Design mips_alu_unit, sky130hd; sources not shown.
==> run_1/m1.png <==
(4 px per um) Supply wires on this layer in gray. Cells faint in the background.
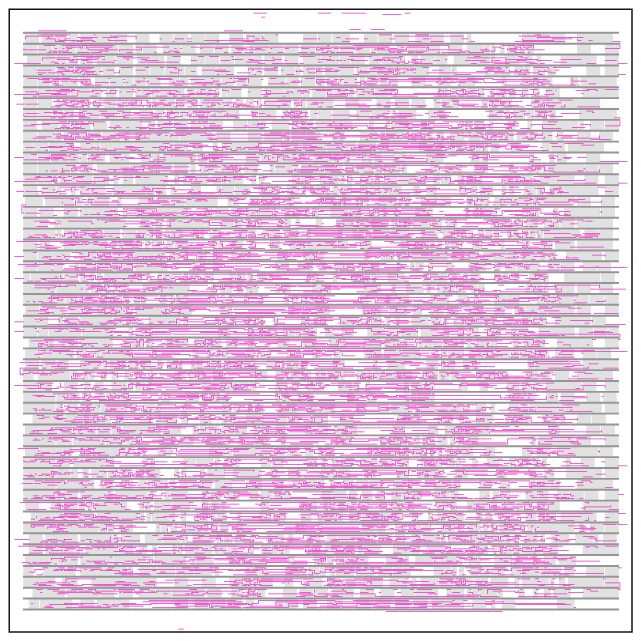
longest straight run: 65.3 um
nets with wire on the layer: 1,940
main direction: horizontal
wire length on this layer: 20.6 mm
share of all routed wire: 35%
met1 layer usage reported by global route: 60.56%
wire length after detailed routing: 58,200 um
via count: 16,540

==> run_1/m3.png <==
(2 px per um) Cells faint in the background.
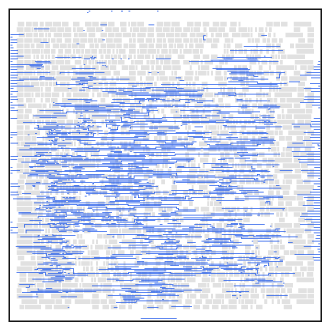
nets with wire on the layer: 570
longest straight run: 81.9 um
wire length on this layer: 9,150 um
met3 Usage GRT: 12.35%

==> run_1/m4.png <==
(3 px per um) Supply wires on this layer in gray.
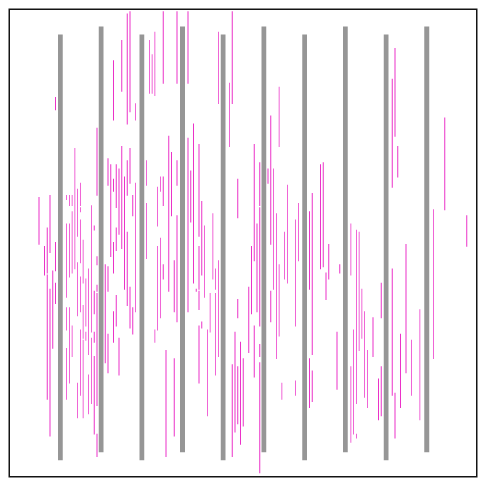
wire length on this layer: 3,670 um
nets with wire on the layer: 152
share of all routed wire: 6.3%
longest straight run: 57.8 um
main direction: vertical

==> report_table.html <==
<p>Metrics extracted from the flow reports.</p>
<table>
<tr><th>Metric</th><th>Value</th></tr>
<tr><th colspan="2">Placed design</th></tr>
<tr><td>Instance area at placement</td><td>0.01557 mm2</td></tr>
<tr><td>Sum of net half-perimeters after detailed placement</td><td>45,880 um</td></tr>
<tr><td>Port-buffer cells</td><td>244</td></tr>
<tr><td>Final GP Congestion</td><td>1.205</td></tr>
<tr><th colspan="2">Final layout</th></tr>
<tr><td>Multi-input logic area</td><td>0.01124 mm2</td></tr>
<tr><td>Leading cell types in the layout, fill and taps excluded</td><td>clkdlybuf4s50_1, nor2_1, nand2_1</td></tr>
<tr><td>Count of filler cells inserted in the layout</td><td>1,713</td></tr>
<tr><td>Ratio of cells with drive above 1 in the final layout</td><td>9.200%</td></tr>
<tr><td>Fraction of standard cell area in multi-input logic</td><td>71.43%</td></tr>
<tr><td>Flip-flops</td><td>33</td></tr>
<tr><td>Multi-input gate count</td><td>1,466</td></tr>
<tr><td>Clock distribution area overhead in the final layout</td><td>0.9306%</td></tr>
<tr><td>Post-Layout Cell Count</td><td>2,189</td></tr>
<tr><td>Area of all placed cells without fillers</td><td>0.01573 mm2</td></tr>
<tr><td>Max FFs per register</td><td>32</td></tr>
<tr><td>Signal buf overhead</td><td>17.22%</td></tr>
<tr><th colspan="2">Setup path</th></tr>
<tr><td>Gate family responsible for the most delay along the worst path</td><td>simple AND/OR/NAND/NOR gates</td></tr>
<tr><td>Worst path cell trace</td><td>clkdlybuf4s50_1 &gt; inv_1 &gt; ha_1 &gt; or3b_1 &gt; a41o_1 &gt; nor2_1 &gt; a21oi_1 &gt; nand2_1 &gt; nor2_1 &gt; or4_1 &gt; nand4b_1 &gt; nor4_1 &gt; nand4_1 &gt; or4b_1 &gt; nor2_1 &gt; clkdlybuf4s50_1</td></tr>
<tr><td>Crit path kind</td><td>primary input to output pin</td></tr>
<tr><td>Library cell contributing the largest single delay on the critical path</td><td>nand2_1</td></tr>
<tr><td>Critical path's largest stage delay</td><td>0.71 ns</td></tr>
<tr><td>Critical path buffer and inverter count</td><td>3</td></tr>
<tr><td>Highest net fanout along the worst path</td><td>21</td></tr>
<tr><th colspan="2">Yosys</th></tr>
<tr><td>Synth warn</td><td>0</td></tr>
<tr><td>Synth Area in Adders</td><td>13.30%</td></tr>
<tr><td>Most used flip-flop cell after synthesis</td><td>dfrtp_1</td></tr>
<tr><td>Per-instance average area after synthesis</td><td>7.448 um2</td></tr>
<tr><td>Cell with the most instances after synthesis</td><td>nor2_1</td></tr>
<tr><td>Distinct cell type count after synthesis</td><td>96</td></tr>
<tr><td>Number of nets at floorplan</td><td>2,047</td></tr>
<tr><td>Xor/xnor share of the synthesized area</td><td>2.464%</td></tr>
<tr><td>Cell taking the most area after synthesis</td><td>mux4_2</td></tr>
<tr><td>Most used standard cells in the synthesized netlist</td><td>nor2_1, nand2_1, ha_1</td></tr>
<tr><td>Post-synth ARST share</td><td>100.0%</td></tr>
<tr><td>Share of synthesized area spent on multiplexers</td><td>17.79%</td></tr>
<tr><td>Synth Area in Compound Gates</td><td>32.19%</td></tr>
<tr><th colspan="2">Power</th></tr>
<tr><td>Net switching fraction of the power</td><td>49.85%</td></tr>
<tr><td>Seq pwr</td><td>181 uW</td></tr>
<tr><td>Power share of the combinational group</td><td>77.6%</td></tr>
<tr><td>Top power group</td><td>combinational logic</td></tr>
<tr><td>Combinational-cell power consumption</td><td>1210 uW</td></tr>
<tr><td>Static leakage</td><td>0.006536 uW</td></tr>
<tr><th colspan="2">Run</th></tr>
<tr><td>Max-cap violations</td><td>0</td></tr>
<tr><td>Stage-log warning count</td><td>97</td></tr>
<tr><th colspan="2">STA</th></tr>
<tr><td>Worst Setup Slack, final</td><td>1.173 ns</td></tr>
<tr><td>Hold Violations, Final</td><td>0</td></tr>
<tr><td>Transition time of the tightest slew-check pin</td><td>0.9292 ns</td></tr>
<tr><td>Final count of negative-setup-slack endpoints</td><td>0</td></tr>
<tr><td>Final sum of negative setup slack</td><td>0 ns</td></tr>
<tr><td>Peak Freq</td><td>127.8 MHz</td></tr>
<tr><td>Setup repair after global routing missed its margin</td><td>no</td></tr>
<tr><td>Final max-slew violation count</td><td>0</td></tr>
<tr><th colspan="2">Clocking</th></tr>
<tr><td>Clock Pin Slew Worst Setup and Hold Paths</td><td>0.05 ns</td></tr>
<tr><td>Total clock buffers created by CTS</td><td>5</td></tr>
<tr><td>Buffer depth of the longest clock path</td><td>2</td></tr>
<tr><td>Buffers inserted by post-CTS timing repair</td><td>0</td></tr>
<tr><td>H-tree depth</td><td>2</td></tr>
<tr><th colspan="2">Floorplan</th></tr>
<tr><td>Cell Rows</td><td>53</td></tr>
<tr><td>Area inside the core boundary</td><td>0.02149 mm2</td></tr>
<tr><td>Height of the chip</td><td>155.3 um</td></tr>
<tr><td>Top-level port count</td><td>245</td></tr>
<tr><td>Area of the die</td><td>0.02412 mm2</td></tr>
<tr><th colspan="2">Worst hold path</th></tr>
<tr><td>Min-delay worst type</td><td>primary input to asynchronous set/reset pin</td></tr>
<tr><th colspan="2">Global routing</th></tr>
<tr><td>Number of antenna violations at the first check in global routing</td><td>2</td></tr>
<tr><td>Top Usage Layer GRT</td><td>met2</td></tr>
<tr><td>M2 GR Usage</td><td>68.98%</td></tr>
<tr><td>Total Routing Usage GR</td><td>46.86%</td></tr>
<tr><td>Via count of the first global-routing pass</td><td>15,220</td></tr>
<tr><td>Total gr overflow</td><td>0</td></tr>
<tr><th colspan="2">Route</th></tr>
<tr><td>Routed Antenna Nets</td><td>0</td></tr>
<tr><td>Via-per-instance ratio</td><td>7.557</td></tr>
<tr><td>Routed wire per std cell</td><td>26.59 um</td></tr>
<tr><th colspan="2">Run status</th></tr>
<tr><td>Result of the run</td><td>finished clean</td></tr>
</table>
No activity file was given, so power comes from the tool's default toggle rates.
